Figure 1. Met1 routing.
Scale: 4 px per µm. Supply wires on this layer in gray.
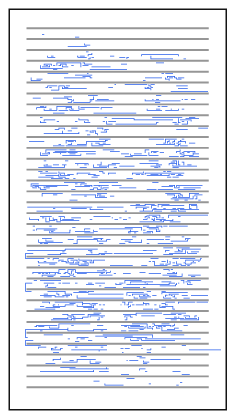
Figure 2. Metal 2.
Scale: 4 px per µm.
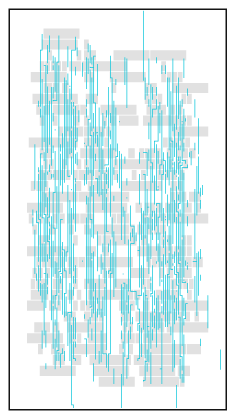
Figure 3. Met3 routing.
Scale: 4 px per µm.
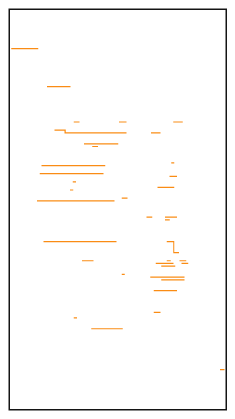
Figure 4. Metal 4.
Scale: 4 px per µm. Supply wires on this layer in gray.
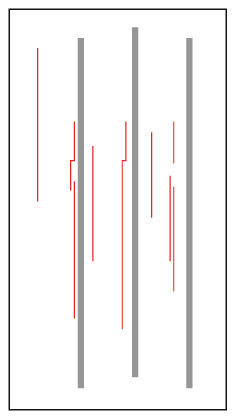
Figure 5. Placed standard cells.
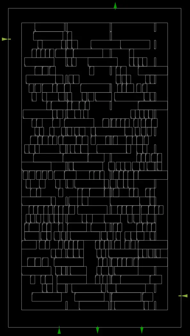
[config.mk]
export PLATFORM = sky130hd
export DESIGN_NAME = mode_key_debounce_flat
export DESIGN_NICKNAME = d
export VERILOG_FILES = /design/src/rtl/mode_key_debounce_if.sv /design/src/rtl/mode_key_debounce.sv /design/src/flat_wrapper.sv
export SDC_FILE = /design/constraint.sdc
export NUM_CORES = 1
export LEC_CHECK = 0
export ABC_AREA = 1
export CORE_ASPECT_RATIO = 2
export CORE_MARGIN = 4
export CORE_UTILIZATION = 55
export CTS_CLUSTER_SIZE = 20
export DETAILED_ROUTE_END_ITERATION = 7
export DONT_BUFFER_PORTS = 1
export PLACE_DENSITY = 0.73
export SYNTH_ARGS = -nofsm -noshare
export SYNTH_HDL_FRONTEND = slang
export SYNTH_SLANG_ARGS = --single-unit
[constraint.sdc]
create_clock -name clock -period 2.6 [get_ports clock]
set_input_delay 0.39 -clock clock [delete_from_list [all_inputs] [get_ports clock]]
set_output_delay 0.39 -clock clock [all_outputs]
set_load 0.01 [all_outputs]
[src/rtl/mode_key_debounce_if.sv]
// Key/strobe bundle between the mode push-button debouncer and its consumer.
interface mode_key_debounce_if;
  logic KEY_IN;     // raw bouncing button, 1 = pressed
  logic SW_MODE;    // one-cycle pulse per accepted press
  logic KEY_LONG;   // one-cycle pulse when a press has lasted long enough
  logic KEY_LEVEL;  // debounced key level

  modport master (output KEY_IN, input SW_MODE, KEY_LONG, KEY_LEVEL);
  modport slave  (input KEY_IN, output SW_MODE, KEY_LONG, KEY_LEVEL);
endinterface

[src/rtl/mode_key_debounce.sv]
// Mode push-button debouncer: two-flop synchronizer, press/release debounce
// FSM, press strobe (SW_MODE), long-press strobe (KEY_LONG) and level.
module mode_key_debounce #(
  parameter int unsigned DEBOUNCE_CNT = 16,
  parameter int unsigned LONG_CNT     = 4000,
  parameter int unsigned CNT_W        = 16
) (
  input logic               clock,
  input logic               reset,   // async, active low
  mode_key_debounce_if.slave key_if
);

  typedef enum logic [1:0] {IDLE, PRESS_DB, HELD, RELEASE_DB} state_e;

  localparam logic [CNT_W-1:0] DB_LAST   = CNT_W'(DEBOUNCE_CNT - 1);
  localparam logic [CNT_W-1:0] LONG_MAX  = CNT_W'(LONG_CNT);
  localparam logic [CNT_W-1:0] LONG_LAST = CNT_W'(LONG_CNT - 1);

  state_e             state_q, state_d;
  logic               sync1_q, key_s_q;
  logic [CNT_W-1:0]   db_cnt_q, db_cnt_d;
  logic [CNT_W-1:0]   hold_cnt_q, hold_cnt_d;
  logic               sw_mode_q, sw_mode_d;
  logic               key_long_q, key_long_d;
  logic               key_level_q, key_level_d;

  // Two-flop synchronizer; key_s_q is the only view of KEY_IN used below.
  always_ff @(posedge clock or negedge reset) begin
    if (!reset) begin
      sync1_q <= 1'b0;
      key_s_q <= 1'b0;
    end else begin
      sync1_q <= key_if.KEY_IN;
      key_s_q <= sync1_q;
    end
  end

  // Next state, counters and output strobes. Counters reset to 0 on every
  // entry so they never wrap; hold_cnt saturates at LONG_CNT.
  always_comb begin
    state_d    = state_q;
    db_cnt_d   = db_cnt_q;
    hold_cnt_d = hold_cnt_q;
    sw_mode_d  = 1'b0;
    key_long_d = 1'b0;
    case (state_q)
      IDLE: begin
        if (key_s_q) begin
          state_d  = PRESS_DB;
          db_cnt_d = '0;
        end
      end
      PRESS_DB: begin
        if (!key_s_q) begin
          state_d  = IDLE;
          db_cnt_d = '0;
        end else if (db_cnt_q == DB_LAST) begin
          state_d    = HELD;
          db_cnt_d   = '0;
          hold_cnt_d = '0;
          sw_mode_d  = 1'b1;
        end else begin
          db_cnt_d = db_cnt_q + 1'b1;
        end
      end
      HELD: begin
        // Every HELD cycle counts toward the long press, including the one
        // in which the key is first seen low.
        if (hold_cnt_q != LONG_MAX) begin
          hold_cnt_d = hold_cnt_q + 1'b1;
          key_long_d = (hold_cnt_q == LONG_LAST);
        end
        if (!key_s_q) begin
          state_d  = RELEASE_DB;
          db_cnt_d = '0;
        end
      end
      RELEASE_DB: begin
        // hold_cnt stays frozen here; a bounce back resumes it.
        if (key_s_q) begin
          state_d = HELD;
        end else if (db_cnt_q == DB_LAST) begin
          state_d  = IDLE;
          db_cnt_d = '0;
        end else begin
          db_cnt_d = db_cnt_q + 1'b1;
        end
      end
      default: begin
        state_d    = IDLE;
        db_cnt_d   = '0;
        hold_cnt_d = '0;
      end
    endcase
    key_level_d = (state_d == HELD) || (state_d == RELEASE_DB);
  end

  // State, counters and registered outputs.
  always_ff @(posedge clock or negedge reset) begin
    if (!reset) begin
      state_q     <= IDLE;
      db_cnt_q    <= '0;
      hold_cnt_q  <= '0;
      sw_mode_q   <= 1'b0;
      key_long_q  <= 1'b0;
      key_level_q <= 1'b0;
    end else begin
      state_q     <= state_d;
      db_cnt_q    <= db_cnt_d;
      hold_cnt_q  <= hold_cnt_d;
      sw_mode_q   <= sw_mode_d;
      key_long_q  <= key_long_d;
      key_level_q <= key_level_d;
    end
  end

  assign key_if.SW_MODE   = sw_mode_q;
  assign key_if.KEY_LONG  = key_long_q;
  assign key_if.KEY_LEVEL = key_level_q;

endmodule
[src/flat_wrapper.sv]
// flat-port wrapper written by rule: the top's interface ports become plain ports
module mode_key_debounce_flat 
#(
  parameter int unsigned DEBOUNCE_CNT = 16,
  parameter int unsigned LONG_CNT     = 4000,
  parameter int unsigned CNT_W        = 16
)
  (clock, reset, key_if_KEY_IN, key_if_SW_MODE, key_if_KEY_LONG, key_if_KEY_LEVEL);
  mode_key_debounce_if key_if_i ();
  input logic clock;
  input logic reset;
  input wire logic [$bits(key_if_i.KEY_IN)-1:0] key_if_KEY_IN;
  output wire logic [$bits(key_if_i.SW_MODE)-1:0] key_if_SW_MODE;
  output wire logic [$bits(key_if_i.KEY_LONG)-1:0] key_if_KEY_LONG;
  output wire logic [$bits(key_if_i.KEY_LEVEL)-1:0] key_if_KEY_LEVEL;
  assign key_if_i.KEY_IN = key_if_KEY_IN;
  assign key_if_SW_MODE = key_if_i.SW_MODE;
  assign key_if_KEY_LONG = key_if_i.KEY_LONG;
  assign key_if_KEY_LEVEL = key_if_i.KEY_LEVEL;
  mode_key_debounce #(.DEBOUNCE_CNT(DEBOUNCE_CNT), .LONG_CNT(LONG_CNT), .CNT_W(CNT_W)) u_core (.clock(clock), .reset(reset), .key_if(key_if_i));
endmodule
==> run_results.csv <==
group,metric,value,unit
clock_tree,cts_num_sinks,39,
synthesis,ys_cells,322,
clock_tree,clock.latency.late_pin,0.29,ns
global_routing,grt_antenna_before_repair,0,
synthesis,synth-area-yosys,2310,µm²
run,tool_warnings,27,
sta,timing.final.setup_violations,0,
status,status,"completed",
power,p_comb_share,4.0,%
synthesis,muxShareOfSynthArea,0,%
place,gp_congestion,0.916,
sta,setup_total_negative_slack,0,ns
place,numPortBuffers,0,
floorplanning,die_height,99.7,µm
clock_tree,cts_buffers,5,
sta,timing_max_transition_violations_final,0,
clock_tree,cts.clk_slew.worst_paths,0.07,ns
layout,multiInputGateArea,1130,µm²
sta,fin_worst_skew,0.00473,ns
setup_path,worstPathRequired,2.82,ns
synthesis,syn_area_per_cell,7.19,µm²
global_routing,first_global_vias,2042,
layout,final_design_area_no_fill,2460,µm²
floorplanning,floorplan.core_util,56.6,%
power,power_switching,0.000235,W
sta,timing.slew.headroom,66.1,%
layout,layout.filler_cells,378,
clock_tree,root_buffer,"clkbuf_8",
synthesis,syn_nets,328,
sta,fmax,0.521,GHz
run,maxCapViolCount,0,
synthesis,synth.cell_area,2310,µm²
worst_hold_path,hold_path_startpoint,"key_if_KEY_IN",
synthesis,synth_warnings,0,
power,power.share.clock,36.6,%
clock_tree,post_cts.repair.setup_buffers,0,
power,power.sequential.fraction,59.4,%
place,post_dp_area,2360,µm²
synthesis,yosysSeqAreaShare,42.2,%
power,p_per_area,421,nW/µm²
worst_hold_path,min_delay_worst_endpoint,"u_core.sync1_q",
layout,layout-drive-gt1-share,5.81,%
drt,route.detailed.wl_per_inst,14.3,µm
power,maximum_vdd_drop,373,µV
power,cellInternalPower,0.000801,W
drt,first_pass_iters,4,
clock_tree,cts_tree,"done",
-- Figure 1 (at the start) --
- wire length on this layer: 1860 µm
- main direction: horizontal
- nets with wire on the layer: 311
- share of all routed wire: 34%
- longest straight run: 16.1 µm
count of vias placed by the detailed router: 2099
global routing usage on met1: 21.6%
total detailed-routing wirelength: 5410 µm

-- Figure 2 (at the start) --
- share of all routed wire: 58%
- longest straight run: 51.0 µm

-- Figure 3 (at the start) --
- wire length on this layer: 176 µm
- nets with wire on the layer: 23
global routing usage on met3: 4.20%

-- Figure 4 (at the start) --
- main direction: vertical
- nets with wire on the layer: 9
- longest straight run: 42.0 µm

-- Figure 5 (at the start) --
FF+latch count: 39
number of standard cells in the layout, taps in and fillers out: 379

how the worst max path moves through the flow:
stage | from | endpoint | slack, ns | cells past startpoint
2_1_floorplan | u_core.db_cnt_q[0] | u_core.hold_cnt_q[15] | 1.11 | 7
3_3_place_gp | u_core.db_cnt_q[0] | u_core.hold_cnt_q[5] | 0.75 | 7
3_5_place_dp | u_core.db_cnt_q[0] | u_core.hold_cnt_q[2] | 0.69 | 7
4_1_cts | u_core.db_cnt_q[0] | u_core.hold_cnt_q[11] | 0.66 | 7
5_1_grt | u_core.db_cnt_q[1] | u_core.hold_cnt_q[7] | 0.47 | 7
6_report | u_core.db_cnt_q[0] | u_core.hold_cnt_q[11] | 0.68 | 7
stage by stage:
stage	std cells	util [%]	setup WS, ns
6_report	379	60.1	0.682
5_1_grt	379	60.1	0.474
4_1_cts	379	60.1	0.664
3_5_place_dp	371	57.6	0.686
3_3_place_gp	371	57.6	0.746
2_1_floorplan	322	-	1.11
layer usage:
metal | wire (µm) | vias up
met5 | 0 | -
met4 | 249 | 0
met3 | 175 | 21
met2 | 3120 | 54
met1 | 1860 | 987
li1 | - | 1037
cell usage in the layout, fill, tap and decap left out, types with 3 or more instances in the layout:
master | synthesis | final
nand2_1 | 83 | 83
inv_1 | 49 | 49
nand3_1 | 45 | 45
dfrtp_1 | 39 | 39
nor2_1 | 38 | 38
nand4_1 | 12 | 12
nor3_1 | 12 | 12
a21oi_1 | 8 | 8
o21ai_0 | 5 | 5
xor2_1 | 5 | 5
clkbuf_8 | 0 | 5
or2_2 | 3 | 3
ha_1 | 3 | 3
synth_stat cells (all sizes together):
| master | count | area, µm² |
|---|---|---|
| a31oi | 1 | 6.26 |
| nand2 | 85 | 324 |
| o21ai | 6 | 41.3 |
| or2 | 3 | 18.8 |
| a21oi | 8 | 40.0 |
| nand4 | 14 | 109 |
| inv | 50 | 188 |
| xnor2 | 1 | 8.76 |
| and3 | 1 | 6.26 |
| nor3 | 13 | 70.1 |
| ha | 3 | 37.5 |
| nand3 | 45 | 225 |
| xor2 | 5 | 43.8 |
| nor3b | 1 | 7.51 |
| buf | 3 | 23.8 |
| o31ai | 2 | 15.0 |
| nand3b | 1 | 7.51 |
| dfrtp | 39 | 976 |
| nor2 | 41 | 166 |
critical path: stages, from the launching register on:
cell and delay (ns):
dfrtp_1 0.38, ha_1 0.20, nand3_1 0.11, nor2_1 0.23
nand4_2 0.46, nand2_2 0.33, nand2_1 0.08, nand2_1 0.07
power groups by stage:
stage / sequential (W) / clock [W] / combinational, W
floorplan: 0.000627 / 0 / 0.0000198
global placement: 0.000627 / 0 / 0.0000246
detailed placement: 0.000628 / 0 / 0.0000248
CTS: 0.000616 / 0.000386 / 0.0000423
global route: 0.000616 / 0.000417 / 0.0000485
finish: 0.000616 / 0.000379 / 0.0000411
final cells by class:
type	instances	share of cell area [%]
clock buffer	6	2.95
inverter	50	7.63
multi-input combinational	230	45.9
sequential	39	39.7
tap	52	2.65
timing repair buffer	2	1.22
repair_timing:
item	in CTS	in global routing
hold endpoints to repair	39	0
hold buffers	2	0
setup endpoints to repair	0	0
No activity file was given, so power comes from the tool's default toggle rates.
